### Supply network, run 1

Pins as bars on the die edge. Tap cells in gray.
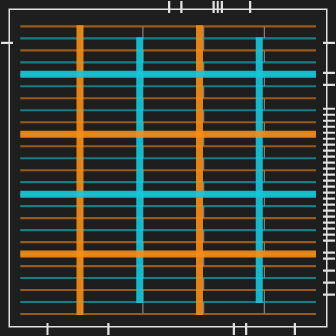
### Cell classes on the final placement, run 1

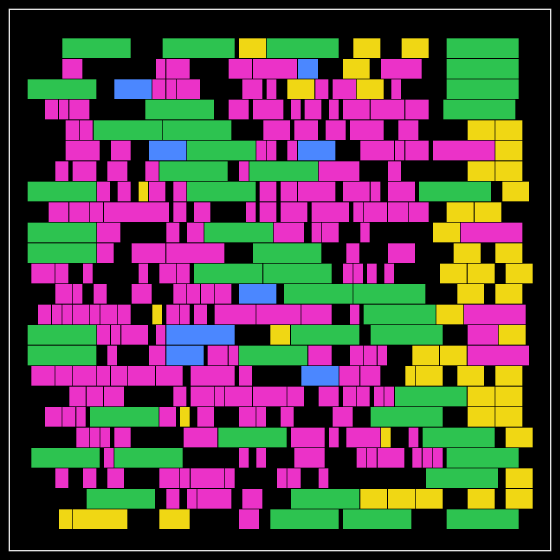
### Clock distribution, run 1

The bar under the picture is 20 um long.
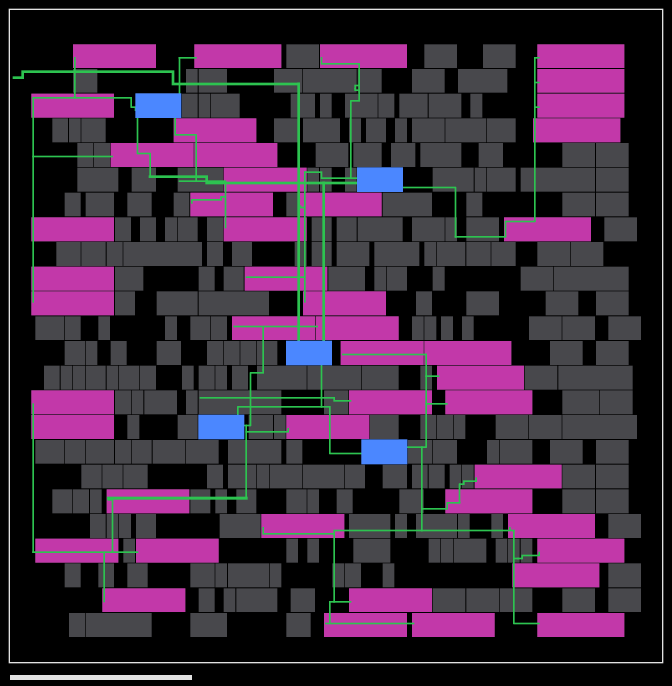
## config.mk

```make
export PLATFORM = sky130hd
export DESIGN_NAME = fnd_scan_ctrl
export DESIGN_NICKNAME = d
export VERILOG_FILES = /design/src/rtl/fnd_scan_ctrl_pkg.sv /design/src/rtl/fnd_scan_ctrl_seg7_decode.sv /design/src/rtl/fnd_scan_ctrl.sv
export SDC_FILE = /design/constraint.sdc
export NUM_CORES = 1
export LEC_CHECK = 0
export ABC_AREA = 0
export ABC_CLOCK_PERIOD_IN_PS = 6700
export CAP_MARGIN = 25
export CORE_MARGIN = 2
export CORE_UTILIZATION = 57
export DETAILED_ROUTE_END_ITERATION = 12
export GPL_TIMING_DRIVEN = 0
export PLACE_DENSITY_LB_ADDON = 0.05
export SLEW_MARGIN = 20
export SYNTH_ARGS = -nofsm -noshare
export SYNTH_HDL_FRONTEND = slang
export SYNTH_SLANG_ARGS = --single-unit
```

## constraint.sdc

```tcl
create_clock -name i_clk -period 6.7 [get_ports i_clk]
set_input_delay 1.34 -clock i_clk [delete_from_list [all_inputs] [get_ports i_clk]]
set_output_delay 1.34 -clock i_clk [all_outputs]
set_load 0.02 [all_outputs]
```

## src/rtl/fnd_scan_ctrl_pkg.sv

```systemverilog
// fnd_scan_ctrl_pkg
//   Shared definitions for the multiplexed seven-segment scanner:
//   - FSM state encodings.
//   - Active-high segment patterns for the hex digits 0..F.
//   - Bit positions of the segments inside the 8-bit {dp,g,f,e,d,c,b,a} bus.
//   - A small one-hot helper for the digit commons.
package fnd_scan_ctrl_pkg;

  typedef enum logic [1:0] {
    ST_IDLE  = 2'd0,
    ST_BLANK = 2'd1,
    ST_SHOW  = 2'd2
  } state_e;

  // Segment bit order on the output bus: a is bit 0, g is bit 6, dp is bit 7.
  localparam int SEG_A_BIT  = 0;
  localparam int SEG_G_BIT  = 6;
  localparam int SEG_DP_BIT = 7;

  // Active-high gfedcba patterns.
  localparam logic [6:0] SEG_0 = 7'h3F;
  localparam logic [6:0] SEG_1 = 7'h06;
  localparam logic [6:0] SEG_2 = 7'h5B;
  localparam logic [6:0] SEG_3 = 7'h4F;
  localparam logic [6:0] SEG_4 = 7'h66;
  localparam logic [6:0] SEG_5 = 7'h6D;
  localparam logic [6:0] SEG_6 = 7'h7D;
  localparam logic [6:0] SEG_7 = 7'h07;
  localparam logic [6:0] SEG_8 = 7'h7F;
  localparam logic [6:0] SEG_9 = 7'h6F;
  localparam logic [6:0] SEG_A = 7'h77;
  localparam logic [6:0] SEG_B = 7'h7C;
  localparam logic [6:0] SEG_C = 7'h39;
  localparam logic [6:0] SEG_D = 7'h5E;
  localparam logic [6:0] SEG_E = 7'h79;
  localparam logic [6:0] SEG_F = 7'h71;

  // One-hot select for an 8-digit common bus.
  function automatic logic [7:0] onehot8(input logic [2:0] pos);
    onehot8 = 8'b1 << pos;
  endfunction

endpackage

```

## src/rtl/fnd_scan_ctrl_seg7_decode.sv

```systemverilog
// seg7_decode
//   Combinational hex-to-seven-segment decoder, active-high, no dp.
//   Ports:
//     i_num  in  4  nibble to display (0..F)
//     o_pat  out 7  gfedcba pattern, 1 = segment lit
module seg7_decode
  import fnd_scan_ctrl_pkg::*;
(
  input  logic [3:0] i_num,
  output logic [6:0] o_pat
);

  // Plain lookup of the nibble; polarity and dp are applied by the caller.
  always_comb begin
    o_pat = SEG_0;
    case (i_num)
      4'h0: o_pat = SEG_0;
      4'h1: o_pat = SEG_1;
      4'h2: o_pat = SEG_2;
      4'h3: o_pat = SEG_3;
      4'h4: o_pat = SEG_4;
      4'h5: o_pat = SEG_5;
      4'h6: o_pat = SEG_6;
      4'h7: o_pat = SEG_7;
      4'h8: o_pat = SEG_8;
      4'h9: o_pat = SEG_9;
      4'hA: o_pat = SEG_A;
      4'hB: o_pat = SEG_B;
      4'hC: o_pat = SEG_C;
      4'hD: o_pat = SEG_D;
      4'hE: o_pat = SEG_E;
      4'hF: o_pat = SEG_F;
      default: o_pat = SEG_0;
    endcase
  end

endmodule

```

## src/rtl/fnd_scan_ctrl.sv

```systemverilog
// fnd_scan_ctrl
//   Scans an 8-digit multiplexed seven-segment display. Each digit gets a
//   BLANK gap (all commons off, lets the external digit mux settle and kills
//   ghosting) followed by a SHOW phase where exactly one common is driven.
//   Ports:
//     i_clk         in   1  system clock
//     i_rst_n       in   1  asynchronous active-low reset
//     i_en          in   1  scan enable; 0 turns the display off
//     i_num         in   4  nibble for the current o_pos from the digit selector
//     i_blank_mask  in   8  bit k=1: digit k shows no a-g segments
//     i_dp_mask     in   8  bit k=1: decimal point of digit k lit
//     o_pos         out  3  scan position to the digit selector
//     o_com         out  8  digit commons, bit k drives digit k
//     o_seg         out  8  {dp,g,f,e,d,c,b,a}
//     o_frame_tick  out  1  one-cycle pulse after digit 7 completes
module fnd_scan_ctrl
  import fnd_scan_ctrl_pkg::*;
#(
  parameter int DIV_CNT     = 100000,
  parameter int BLANK_CNT   = 1000,
  parameter bit COM_ACT_LOW = 1'b1,
  parameter bit SEG_ACT_LOW = 1'b1
) (
  input  logic       i_clk,
  input  logic       i_rst_n,
  input  logic       i_en,
  input  logic [3:0] i_num,
  input  logic [7:0] i_blank_mask,
  input  logic [7:0] i_dp_mask,
  output logic [2:0] o_pos,
  output logic [7:0] o_com,
  output logic [7:0] o_seg,
  output logic       o_frame_tick
);

  localparam int MAX_CNT = (DIV_CNT > BLANK_CNT) ? DIV_CNT : BLANK_CNT;
  localparam int CNT_W   = $clog2(MAX_CNT);
  localparam logic [CNT_W-1:0] DIV_LAST   = CNT_W'(DIV_CNT - 1);
  localparam logic [CNT_W-1:0] BLANK_LAST = CNT_W'(BLANK_CNT - 1);
  localparam logic [7:0] COM_OFF = COM_ACT_LOW ? 8'hFF : 8'h00;
  localparam logic [7:0] SEG_OFF = SEG_ACT_LOW ? 8'hFF : 8'h00;

  state_e           state_q, state_d;
  logic [CNT_W-1:0] cnt_q, cnt_d;
  logic [2:0]       pos_q, pos_d;
  logic [3:0]       num_q, num_d;
  logic             blank_q, blank_d;
  logic             dp_q, dp_d;
  logic [7:0]       com_q, com_d;
  logic [7:0]       seg_q, seg_d;
  logic             tick_q, tick_d;
  logic [6:0]       pat;
  logic [7:0]       seg_on;

  // Decode the nibble that will be on display next cycle, so the segment
  // register lands together with the state change into SHOW.
  seg7_decode u_decode (
    .i_num (num_d),
    .o_pat (pat)
  );

  // Next-state logic. Disable takes priority over every phase transition.
  // The nibble and both mask bits are captured together on the last BLANK
  // cycle so nothing the selector does later can change a lit digit.
  always_comb begin
    state_d = state_q;
    cnt_d   = cnt_q;
    pos_d   = pos_q;
    num_d   = num_q;
    blank_d = blank_q;
    dp_d    = dp_q;
    tick_d  = 1'b0;
    case (state_q)
      ST_IDLE: begin
        if (i_en) begin
          state_d = ST_BLANK;
          cnt_d   = '0;
        end
      end
      ST_BLANK: begin
        if (!i_en) begin
          state_d = ST_IDLE;
          cnt_d   = '0;
        end else if (cnt_q == BLANK_LAST) begin
          state_d = ST_SHOW;
          cnt_d   = '0;
          num_d   = i_num;
          blank_d = i_blank_mask[pos_q];
          dp_d    = i_dp_mask[pos_q];
        end else begin
          cnt_d = cnt_q + 1'b1;
        end
      end
      ST_SHOW: begin
        if (!i_en) begin
          state_d = ST_IDLE;
          cnt_d   = '0;
        end else if (cnt_q == DIV_LAST) begin
          state_d = ST_BLANK;
          cnt_d   = '0;
          pos_d   = pos_q + 3'd1;
          tick_d  = (pos_q == 3'd7);
        end else begin
          cnt_d = cnt_q + 1'b1;
        end
      end
      default: begin
        state_d = ST_IDLE;
        cnt_d   = '0;
      end
    endcase
  end

  // Output values derived from the next state: only SHOW drives a common,
  // which keeps the one-common-at-most invariant structural.
  always_comb begin
    seg_on = '0;
    seg_on[SEG_G_BIT:SEG_A_BIT] = blank_d ? 7'h00 : pat;
    seg_on[SEG_DP_BIT] = dp_d;
    com_d = COM_OFF;
    seg_d = SEG_OFF;
    if (state_d == ST_SHOW) begin
      com_d = COM_ACT_LOW ? ~onehot8(pos_d) : onehot8(pos_d);
      seg_d = SEG_ACT_LOW ? ~seg_on : seg_on;
    end
  end

  // Single register bank for the FSM and every output.
  always_ff @(posedge i_clk or negedge i_rst_n) begin
    if (!i_rst_n) begin
      state_q <= ST_IDLE;
      cnt_q   <= '0;
      pos_q   <= '0;
      num_q   <= '0;
      blank_q <= 1'b0;
      dp_q    <= 1'b0;
      com_q   <= COM_OFF;
      seg_q   <= SEG_OFF;
      tick_q  <= 1'b0;
    end else begin
      state_q <= state_d;
      cnt_q   <= cnt_d;
      pos_q   <= pos_d;
      num_q   <= num_d;
      blank_q <= blank_d;
      dp_q    <= dp_d;
      com_q   <= com_d;
      seg_q   <= seg_d;
      tick_q  <= tick_d;
    end
  end

  assign o_pos        = pos_q;
  assign o_com        = com_q;
  assign o_seg        = seg_q;
  assign o_frame_tick = tick_q;

endmodule

```

==> flow_metrics.env, run 1 <==
# implementation run metrics
export IMPL_status="complete, no violations"
export IMPL_path_clk_slew_ns=0.09
export IMPL_port_buffers=41
export IMPL_relSlewSlack=0.596
export IMPL_maxUsedRoutingLayer="met4"
export IMPL_yosysCellCount=252
export IMPL_post_cts_setup_buffers=0
export IMPL_hold_path_class="reg -> reg"
export IMPL_warnings=31
export IMPL_syn_inst=252
export IMPL_cp_cell_sequence="buf_6 > nand2_1 > nor3_4 > mux2i_1 > inv_1 > ha_1 > o2111ai_1 > o211ai_1"
export IMPL_p_leak_nw=1.35
export IMPL_reg2regPathDepth=8
export IMPL_yosysChipArea_mm2=0.00261
export IMPL_grt_pass1_vias=2148
export IMPL_rsz0062_at_grt="no"
export IMPL_reg2reg_from="cnt_q[11]$_DFFE_PN0P_"
export IMPL_fp_dieH_um=71.7
export IMPL_area_growth_pct=23.2
export IMPL_hpwl_um=4330
export IMPL_hold_depth=1
export IMPL_netlist_area_mm2=0.00261
export IMPL_synth_cell_types=55
export IMPL_wl_met3_um=350
export IMPL_drt_total_wl_um=5780
export IMPL_final_nets=334
export IMPL_fmax_mhz=319
export IMPL_tns_ns=0
export IMPL_clock_path_buffers=2
export IMPL_top_cells_by_area="dfrtp_1, dfstp_2, ha_1"
export IMPL_hold_worst_slack_ns=0.546
export IMPL_first_iter_violations=134
export IMPL_place_ws_ns=3.28
export IMPL_drive_gt1_frac=0.182
export IMPL_cts_hold_buf=0
export IMPL_startpoint="i_en"
export IMPL_route_met2_wl_um=2940
export IMPL_worstSetupPathDepth=8
export IMPL_crit_type="in -> reg"
export IMPL_die_w_um=71.7
export IMPL_firstDrtPassIters=4
export IMPL_track_usage=0.246
export IMPL_ioPinCount=43
export IMPL_drv_cap=0
export IMPL_edf_count=0
export IMPL_rrSetupSlack_ns=3.67
export IMPL_p_total_mw=0.610
export IMPL_fin_crit_ns=3.13
export IMPL_drcViolationCount=0
export IMPL_grt_pass1_wl_um=9850
export IMPL_cp_end_kind="register"
export IMPL_hp_start="blank_q$_DFF_PN0_"
export IMPL_synth_seq_share=0.438
export IMPL_cts_htree_levels=2
export IMPL_clockRootBuffer="clkbuf_8"
export IMPL_period_used=0.468
export IMPL_final_util=0.734
export IMPL_required_ns=6.91
export IMPL_synth_area_leader_cell="dfrtp_1"
export IMPL_vias_per_cell=6.03
export IMPL_fp_nets=285
export IMPL_clock_sinks=45
export IMPL_largest_reg_flops=17
export IMPL_gp_congestion=0.873
export IMPL_slew_viol_final=0
export IMPL_critical_path_top_delay_family="multiplexers"
export IMPL_grt_max_degree=34
export IMPL_ant_nets=0
export IMPL_max_stage_delay_ns=0.59
export IMPL_crit_path_start_kind="primary input"
export IMPL_wl_per_cell_um=16.3
export IMPL_async_flop_share=1.00
export IMPL_wirelength_met1_um=2420
export IMPL_ff_type="dfrtp_1"
export IMPL_regMostFlops="cnt_q"
export IMPL_worst_slew_pin_slew_ns=0.588
export IMPL_antenna_found_initial=0
export IMPL_p_per_area_mw_per_mm2=190
export IMPL_cp_arrival_ns=3.34
export IMPL_setup_viol=0
export IMPL_initCoreUtil=0.596
export IMPL_antenna_cells=0
export IMPL_critPathCapture="o_seg[5]$_DFF_PN1_"
export IMPL_worstPathMaxFanout=10
export IMPL_vias=2133
export IMPL_layout_setup_ws_ns=3.57
export IMPL_avgSynthCellArea_um2=10.4
export IMPL_min_to="blank_q$_DFF_PN0_"
export IMPL_finalHoldViolCount=0
export IMPL_die_area_mm2=0.00514
export IMPL_reg2reg_to="o_seg[5]$_DFF_PN1_"
export IMPL_cts_resized=0
About 'Supply network':
Key: cyan = VDD; orange = VSS
52 tap cells. The core has 24 rows. 4 straps on met5. 4 straps on met4. 25 met1 rails follow the rows.
Peak supply drop: 0.177 mV
core area: 0.00438 mm^2

About 'Cell classes on the final placement':
Key: magenta = remaining logic cells [cells 200, share of their area 45%]; green = registers [cells 45, share of their area 36%]; yellow = remaining buffers and delay cells [cells 49, share of their area 15%]; blue = clock drivers and dummy loads [cells 8, share of their area 3.6%]
fraction of area in registers: 0.356
Rows: 24

About 'Clock distribution':
Key: blue = clock-net drivers [count 5]; green = clock wires [length 548 um]; magenta = flip-flops [count 45]
Position of the flops: widely spread.
Clock Power: 0.201 mW
Late-Pin Clk Latency: 0.30 ns
Clk network pwr share: 0.329
skew final: 0.00658 ns

run 1: logic make-up (layout without fill, tap and decap cells):
kind of cell / after synthesis / after routing / synth area share
buffers and inverters: 20 / 70 / 0.0349
AND-OR/OR-AND: 60 / 60 / 0.162
adder cells (fa/ha/maj): 10 / 10 / 0.0479
flip-flops: 45 / 45 / 0.438
multiplexers: 19 / 19 / 0.0991
AND/OR/NAND/NOR: 94 / 94 / 0.204
XOR/XNOR: 4 / 4 / 0.0134
run 1: cell type report:
| cell class | count | area [um^2] |
|---|---|---|
| multi-input combinational | 187 | 1380 |
| fill | 332 | 1160 |
| sequential | 45 | 1150 |
| timing repair buffer | 42 | 425 |
| clock buffer | 7 | 108 |
| tap | 52 | 65.1 |
| inverter | 13 | 53.8 |
| buffer | 7 | 37.5 |
| clock inverter | 1 | 7.51 |
run 1: cells in the final DEF (no fill, tap or decap), types with 2 or more instances in the layout:
cell type / synthesis / routed
a21o_1: 9 / 9
a21oi_1: 8 / 8
dfrtp_1: 29 / 29
o221ai_1: 2 / 2
o211ai_1: 4 / 4
mux2_2: 5 / 5
clkbuf_8: 0 / 6
dfstp_2: 16 / 16
o21ai_0: 14 / 14
nor3_1: 6 / 6
xnor2_1: 2 / 2
mux2i_1: 7 / 7
and3_1: 2 / 2
mux2i_2: 2 / 2
nor3_4: 2 / 2
nand2_1: 33 / 33
nand3_1: 12 / 12
mux4_2: 4 / 4
o221ai_2: 2 / 2
or3_1: 5 / 5
inv_1: 12 / 12
clkdlybuf4s50_1: 0 / 40
ha_1: 10 / 10
and3_2: 2 / 2
nor3b_1: 2 / 2
nand2b_1: 4 / 4
o311ai_1: 2 / 2
a22oi_1: 2 / 2
nor2_1: 11 / 11
xor2_1: 2 / 2
nand4_1: 4 / 4
clkbuf_1: 5 / 5
a31oi_1: 7 / 7
o2111ai_1: 2 / 2
run 1: power breakdown:
part	switching [mW]	total, mW	leakage (nW)	internal (mW)
logic	0.0738	0.122	0.724	0.0478
registers	0.00953	0.288	0.571	0.278
clock network	0.0942	0.201	0.0556	0.106
total	0.177	0.610	1.35	0.433
run 1: through the flow:
step | std cells | instance area, um^2
after floorplan | 252 | 2610
after global placement | 345 | 3090
after detailed placement | 346 | 3100
after CTS | 354 | 3220
after global routing | 354 | 3220
final | 354 | 3220
run 1: per-layer routing:
metal | vias to the layer above | track usage
li1 | 1038 | -
met1 | 1029 | 0.290
met2 | 58 | 0.437
met3 | 8 | 0.0633
met4 | 0 | 0.0776
met5 | - | 0
run 1: Yosys cell counts (2+ instances only):
master and number:
o221ai_1 2, nor3b_1 2, nand4_1 4, nor2_1 11, xnor2_1 2, and3_1 2, o311ai_1 2, and3_2 2
a21oi_1 8, mux2_2 5, a22oi_1 2, dfstp_2 16, dfrtp_1 29, clkbuf_1 5, xor2_1 2, a31oi_1 7
nand2_1 33, inv_1 12, o211ai_1 4, nor3_4 2, or3_1 5, mux2i_1 7, nand3_1 12, o221ai_2 2
mux4_2 4, nand2b_1 4, o2111ai_1 2, ha_1 10, a21o_1 9, o21ai_0 14, mux2i_2 2, nor3_1 6
### Routing congestion, run 1

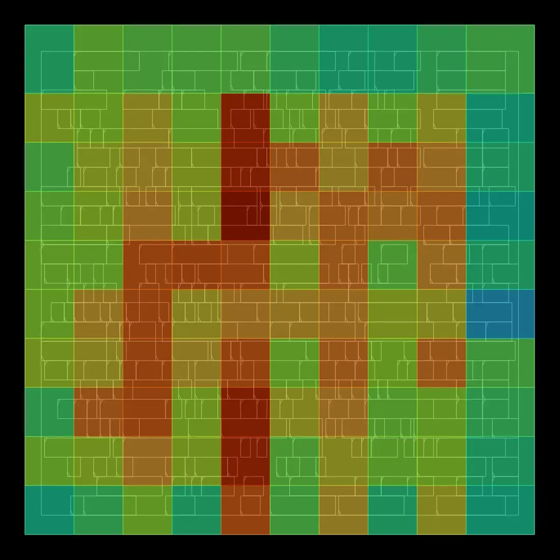

--- run 2 (diff from run 1) ---
--- a/config.mk
+++ b/config.mk
@@ -6,10 +6,10 @@
 export NUM_CORES = 1
 export LEC_CHECK = 0
 export ABC_AREA = 0
-export ABC_CLOCK_PERIOD_IN_PS = 6700
+export ABC_CLOCK_PERIOD_IN_PS = 3080
 export CAP_MARGIN = 25
 export CORE_MARGIN = 2
-export CORE_UTILIZATION = 57
+export CORE_UTILIZATION = 53
 export DETAILED_ROUTE_END_ITERATION = 12
 export GPL_TIMING_DRIVEN = 0
 export PLACE_DENSITY_LB_ADDON = 0.05
==> constraint.sdc (replaced) <==
create_clock -name i_clk -period 3.08 [get_ports i_clk]
set_input_delay 0.616 -clock i_clk [delete_from_list [all_inputs] [get_ports i_clk]]
set_output_delay 0.616 -clock i_clk [all_outputs]
set_load 0.02 [all_outputs]
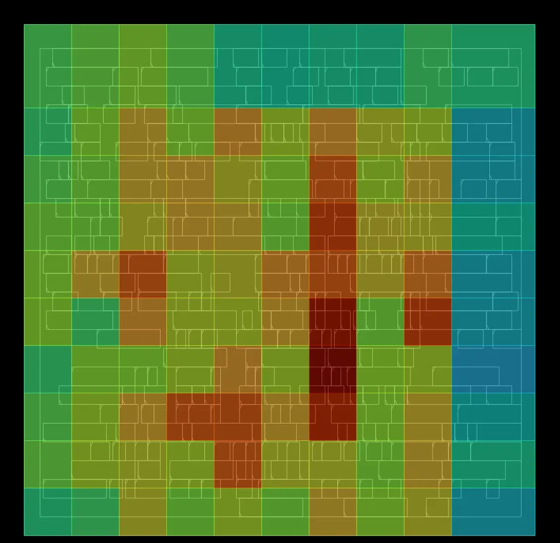
*Routing congestion, run 2*
met3 Usage GRT: 0.0488
met2 usage: 0.329
final core utilization: 0.682
All-Layer GR Usage: 0.227
gr busiest metal: met1

==> run 2 against run 1 <==
Net effect:
- clock power is 130% higher
- utilization is 5.2 points lower
- sequential cell count stayed put
- combinational power is 120% higher
- die size is 7.1% higher
- global-route usage is 1.9 points lower
- design area is 0.74% higher
- highest routed layer unchanged
==> flow_metrics.env, run 2 <==
# implementation run metrics
export IMPL_die_area_mm2=0.00551
export IMPL_drive_gt1_frac=0.182
export IMPL_top_cell="nand2_1"
export IMPL_fin_crit_ns=2.80
export IMPL_p_comb_frac=0.196
export IMPL_critical_path_top_delay_family="simple AND/OR/NAND/NOR gates"
export IMPL_crit_type="reg -> reg"
export IMPL_antenna_cells=0
export IMPL_top_cells_by_count="nand2_1, dfrtp_1, dfstp_2"
export IMPL_fp_dieH_um=74.2
export IMPL_grt_pass1_vias=1945
export IMPL_worst_slew_pin_slew_ns=0.678
export IMPL_lay_top_count="clkdlybuf4s50_1"
export IMPL_fp_nets=285
export IMPL_netlist_area_mm2=0.00261
export IMPL_rsz0062_at_grt="no"
export IMPL_initCoreUtil=0.550
export IMPL_worst_skew_pair_late_latency_ns=0.31
export IMPL_p_sw_mw=0.381
export IMPL_period_used=0.909
export IMPL_die_w_um=74.2
export IMPL_clock_path_buffers=2
export IMPL_p_leak_nw=1.35
export IMPL_area_growth_pct=24.1
export IMPL_mi_logic_area_mm2=0.00138
export IMPL_irDropWorstVdd_mv=0.283
export IMPL_synth_seq_share=0.438
export IMPL_max_stage_delay_ns=0.46
export IMPL_async_flop_share=1.00
export IMPL_p_int_mw=0.974
export IMPL_ff_type="dfrtp_1"
export IMPL_drt_total_wl_um=5540
export IMPL_cts_htree_levels=2
export IMPL_crit_path_start_kind="register"
export IMPL_final_nets=334
export IMPL_warnings=31
export IMPL_swShare=0.281
export IMPL_firstDrtPassIters=4
export IMPL_relSlewSlack=0.548
export IMPL_syn_inst=252
export IMPL_place_ws_ns=0.128
export IMPL_vias_per_cell=5.72
export IMPL_yosysCellCount=252
export IMPL_setup_viol=0
export IMPL_fillCellCount=404
export IMPL_fmax_mhz=357
export IMPL_status="complete, no violations"
export IMPL_flop_area_mm2=0.00115
export IMPL_p_clk_frac=0.343
export IMPL_required_ns=3.30
export IMPL_port_buffers=41
export IMPL_p_per_area_mw_per_mm2=418
export IMPL_edf_count=0
export IMPL_yosysChipArea_mm2=0.00261
export IMPL_power_frac_seq=0.462
export IMPL_tns_ns=0
export IMPL_cp_cell_sequence="nor4_4 > nand4_2 > nor3_4 > mux2i_2 > inv_1 > ha_1 > o2111ai_1 > o211ai_1"
export IMPL_first_iter_violations=129
export IMPL_cp_arrival_ns=3.02
export IMPL_clock_sinks=45
export IMPL_synth_area_leader_cell="dfrtp_1"
export IMPL_cts_hold_buf=0
export IMPL_lay_top_cells="clkdlybuf4s50_1, nand2_1, dfrtp_1"
export IMPL_top_cells_by_area="dfrtp_1, dfstp_2, ha_1"
export IMPL_grt_max_degree=35
export IMPL_slew_viol_final=0
export IMPL_synth_cell_types=55
export IMPL_drcViolationCount=0
export IMPL_cp_end_kind="register"
export IMPL_antenna_found_initial=0
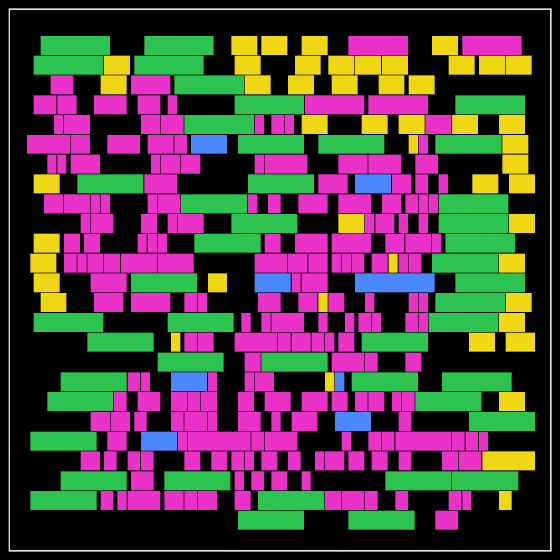
*Cell classes on the final placement, run 2*
Key: green = registers [cells 45, share of their area 36%]; magenta = remaining logic cells [cells 200, share of their area 45%]; blue = clock drivers and dummy loads [cells 8, share of their area 3.7%]; yellow = remaining buffers and delay cells [cells 49, share of their area 15%]
core area: 0.00475 mm^2
Rows: 25
post-route design area: 0.00324 mm^2
fraction of area in registers: 0.353

## run 2: cell types whose count changed in the layout (fill, tap and decap cells not counted), sizes merged
cell,before,now
clkinvlp,1,0
bufinv,0,1
## run 2: logic make-up (layout without fill, tap and decap cells)
group	count (synthesis)	in the layout	share of synthesized area
DFF	45	45	0.438
muxes	19	19	0.0991
and+or+nand+nor	94	94	0.204
buffers and inverters	20	70	0.0349
AOI/OAI and AO/OA	60	60	0.162
adders and majority gates	10	10	0.0479
xor gates and xnor gates	4	4	0.0134
## run 2: repair_timing
action                                  4_1_cts  5_1_grt
buffers inserted                              0        0
gates resized                                 0        1
endpoints found under the setup margin        0        4
## run 2: path summary, 6_finish.rpt
path / start / to / slack, ns
worst min-delay path: i_rst_n / cnt_q[13]$_DFFE_PN0P_ / 0.18
min in group i_clk: blank_q$_DFF_PN0_ / blank_q$_DFF_PN0_ / 0.54
worst max register to register: cnt_q[11]$_DFFE_PN0P_ / o_seg[5]$_DFF_PN1_ / 0.28
worst min register to register: blank_q$_DFF_PN0_ / blank_q$_DFF_PN0_ / 0.54
max in group asynchronous: i_rst_n / o_seg[3]$_DFF_PN1_ / 2.36
worst max-delay path: cnt_q[11]$_DFFE_PN0P_ / o_seg[5]$_DFF_PN1_ / 0.28
## run 2: routing by layer
metal  wire length [um]  global-route usage  part of all wire  up-vias
li1                   -                   -                 -     1030
met1               2700               0.346              0.49     1029
met2               2530               0.329              0.46       47
met3                248              0.0488             0.045        6
met4                 65              0.0595             0.012        0
met5                  0                   0                 0        -
## run 2: per-stage QoR
stage | instances | instance area [um^2] | hold WS, ns | utilization | total power [mW]
floorplan | 252 | 2610 | 0.320 | - | 0.806
global placement | 360 | 3110 | 0.514 | 0.654 | 0.889
detailed placement | 361 | 3120 | 0.520 | 0.657 | 0.899
CTS | 369 | 3240 | 0.188 | 0.681 | 1.37
global route | 369 | 3240 | 0.195 | 0.682 | 1.43
finish | 369 | 3240 | 0.179 | 0.682 | 1.36
## run 2: power groups by stage
stage               Combinational, mW  Sequential [mW]  Clock [mW]
global route                    0.306            0.629       0.499
detailed placement              0.264            0.636           0
finish                          0.265            0.626       0.465
floorplan                       0.174            0.632           0
CTS                             0.264            0.625       0.478
global placement                0.253            0.635           0
## run 2: layout make-up
cell class	instances	area share
Tap cell	67	0.0258
Timing Repair Buffer	42	0.131
Sequential cell	45	0.353
Multi-Input combinational cell	187	0.426
Clock buffer	7	0.0266
Inverter	13	0.0166
Clock inverter	1	0.00926
Buffer	7	0.0116
--- run 3 (diff from run 2) ---
--- a/config.mk
+++ b/config.mk
@@ -8,8 +8,10 @@
 export ABC_AREA = 0
 export ABC_CLOCK_PERIOD_IN_PS = 3080
 export CAP_MARGIN = 25
+export CELL_PAD_IN_SITES_DETAIL_PLACEMENT = 2
+export CELL_PAD_IN_SITES_GLOBAL_PLACEMENT = 2
 export CORE_MARGIN = 2
-export CORE_UTILIZATION = 53
+export CORE_UTILIZATION = 34
 export DETAILED_ROUTE_END_ITERATION = 12
 export GPL_TIMING_DRIVEN = 0
 export PLACE_DENSITY_LB_ADDON = 0.05
==> run 3 against run 2 <==
Net effect:
- clock skew shrank 0.0045 ns
- wire length grew 34%
- first-iteration DRC count shrank 53%
- sequential cell count is the same
- worst setup slack lost 0.053 ns
- utilization shrank 23 points
- die size grew 53%
- worst hold slack gained 0.043 ns
- clock-buffer cell count shrank 1
- critical endpoint unchanged
- largest power group unchanged
==> flow_metrics.env, run 3 <==
# implementation run metrics
export IMPL_startpoint="cnt_q[12]$_DFFE_PN0P_"
export IMPL_critPathCapture="o_seg[5]$_DFF_PN1_"
export IMPL_cp_arrival_ns=3.05
export IMPL_dpl_cell_area_mm2=0.00316
export IMPL_cp_cell_sequence="nor4_4 > nand4_2 > nor3_4 > mux2i_2 > inv_1 > ha_1 > o2111ai_1 > o211ai_1"
export IMPL_reg2regPathDepth=8
export IMPL_relSlewSlack=0.530
export IMPL_antenna_found_initial=0
export IMPL_clock_sinks=45
export IMPL_syn_inst=252
export IMPL_top_cells_by_count="nand2_1, dfrtp_1, dfstp_2"
export IMPL_yosysCellCount=252
export IMPL_die_area_mm2=0.00841
export IMPL_fp_nets=285
export IMPL_busiest_layer="met2"
export IMPL_yosysChipArea_mm2=0.00261
export IMPL_finalHoldViolCount=0
export IMPL_worst_skew_pair_late_latency_ns=0.30
export IMPL_synth_area_leader_cell="dfrtp_1"
export IMPL_grt_pass1_vias=2416
export IMPL_ant_nets=0
export IMPL_ioPinCount=43
export IMPL_finish_instance_area_mm2=0.00329
export IMPL_firstDrtPassIters=4
export IMPL_p_per_area_mw_per_mm2=420
export IMPL_largest_reg_flops=17
export IMPL_max_stage_delay_ns=0.48
export IMPL_antenna_cells=0
export IMPL_yosys_area_share_aoi=0.162
export IMPL_ys_sh_mux=0.0991
export IMPL_rows=31
export IMPL_skew_ns=0.00462
export IMPL_async_flop_share=1.00
export IMPL_status="complete, no violations"
export IMPL_area_growth_pct=25.8
export IMPL_reg2reg_to="o_seg[5]$_DFF_PN1_"
export IMPL_top_cell="nand2_1"
export IMPL_required_ns=3.28
export IMPL_warnings=31
export IMPL_edf_count=0
export IMPL_p_leak_nw=1.35
export IMPL_first_iter_violations=60
export IMPL_p_total_mw=1.38
export IMPL_lay_top_count="clkdlybuf4s50_1"
export IMPL_fmax_mhz=350
export IMPL_rsz0062_at_grt="no"
export IMPL_netlist_area_mm2=0.00261
export IMPL_clockRootBuffer="clkbuf_8"
export IMPL_layout_setup_ws_ns=0.227
export IMPL_setup_viol=0
export IMPL_synth_cell_types=55
export IMPL_slew_viol_final=0
export IMPL_crit_type="reg -> reg"
export IMPL_cp_end_kind="register"
export IMPL_use_met1=0.250
export IMPL_grt_pass1_wl_um=12700
export IMPL_drive_gt1_frac=0.185
export IMPL_port_buffers=41
export IMPL_adder_share=0.0479
export IMPL_crit_path_start_kind="register"
export IMPL_gp_congestion=0.765
export IMPL_worst_slew_pin_slew_ns=0.705
export IMPL_ff_type="dfrtp_1"
export IMPL_hold_path_class="in -> async"
export IMPL_worstSetupPathDepth=8
export IMPL_grt_max_degree=32
export IMPL_critical_path_top_delay_family="simple AND/OR/NAND/NOR gates"
export IMPL_rrSetupSlack_ns=0.23
export IMPL_initCoreUtil=0.357
export IMPL_reg2reg_from="cnt_q[12]$_DFFE_PN0P_"
export IMPL_hpwl_um=5620
export IMPL_avgSynthCellArea_um2=10.4
export IMPL_synth_simple_area_share=0.204
export IMPL_cts_htree_levels=2
[run 3: cell counts after synthesis]
No cell type changed its count.
[run 3: per-layer routing]
layer | vias to the layer above | share of wire
li1 | 1024 | -
met1 | 1128 | 0.47
met2 | 41 | 0.49
met3 | 7 | 0.034
met4 | 0 | 0.0094
met5 | - | 0
[run 3: worst min-delay path by stage]
stage                            from                   end  slack, ns  cells past startpoint
floorplan                     i_rst_n     blank_q$_DFF_PN0_       0.32                      0
global placement    blank_q$_DFF_PN0_     blank_q$_DFF_PN0_       0.51                      1
detailed placement  blank_q$_DFF_PN0_     blank_q$_DFF_PN0_       0.53                      1
CTS                           i_rst_n  cnt_q[6]$_DFFE_PN0P_       0.23                      1
global route                  i_rst_n  cnt_q[4]$_DFFE_PN0P_       0.22                      1
finish                        i_rst_n  cnt_q[7]$_DFFE_PN0P_       0.22                      1
[run 3: logic make-up (layout without fill, tap and decap cells)]
| group | count (synthesis) | in the layout |
|---|---|---|
| and+or+nand+nor | 94 | 94 |
| AOI/OAI and AO/OA | 60 | 60 |
| DFF | 45 | 45 |
| buffers and inverters | 20 | 70 |
| muxes | 19 | 19 |
| adders and majority gates | 10 | 10 |
| xor gates and xnor gates | 4 | 4 |
[run 3: report_power, final]
part / internal [mW] / switching (mW) / leakage [nW]
logic: 0.105 / 0.169 / 0.724
registers: 0.606 / 0.0222 / 0.571
clock network: 0.264 / 0.213 / 0.0574
total: 0.975 / 0.405 / 1.35
[run 3: final cells by class]
class                      instances  area [um^2]
sequential                        45         1150
fill                             782         4040
clock buffer                       6         82.6
clock inverter                     2         37.5
multi-input combinational        187         1380
inverter                          13         53.8
timing repair buffer              42          425
buffer                             7         37.5
tap                               99          124
[run 3: stage by stage]
stage	util	setup TNS, ns	instances	hold WS, ns
after global routing	0.448	0	401	0.224
after floorplan	-	0	252	0.320
after detailed placement	0.431	-0.0246	393	0.527
final	0.448	0	401	0.222
after global placement	0.429	-0.0199	392	0.514
after CTS	0.448	0	401	0.226
[run 3: repair_timing]
action	CTS	global route
setup buffers	0	0
pin swaps	0	1
hold buffers	0	0
gates resized	1	0
endpoints found under the setup margin	1	1
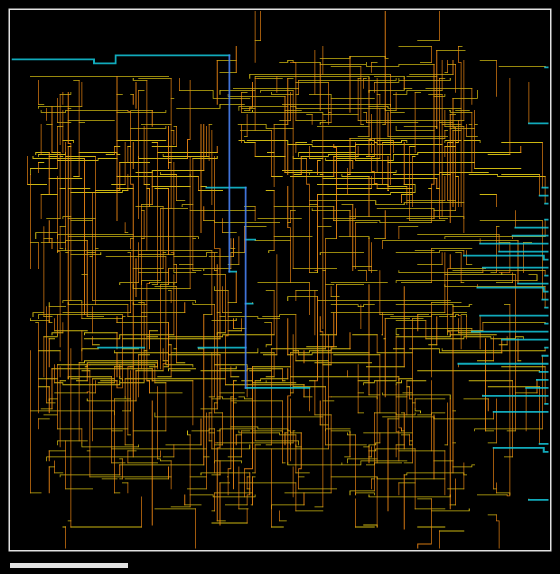
*Signal wires by layer, run 3*
The bar under the picture is 20 um long.
Key: yellow = M1 [wire length 3470 um]; orange = M2 [wire length 3630 um]; blue = M4 [wire length 70.7 um]; cyan = M3 [wire length 250 um]
via count: 2200
All-Layer GR Usage: 0.189
total wire length: 7420 um
Routed wire per std cell: 18.5 um

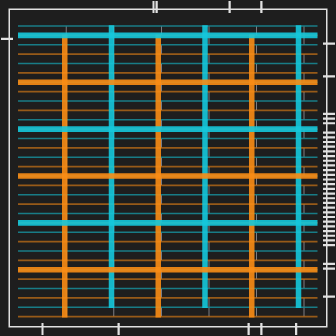
*Supply network, run 3*
Pins as bars on the die edge. Tap cells in gray.
Key: orange = VSS; cyan = VDD
99 tap cells. 6 straps on met5. 32 met1 rails follow the rows. 43 signal pins sit on the boundary. The core has 31 rows.
die height: 91.7 um
Die W: 91.7 um
core area: 0.00733 mm^2
Peak supply drop: 0.191 mV

Power and IR drop assume default switching activity.
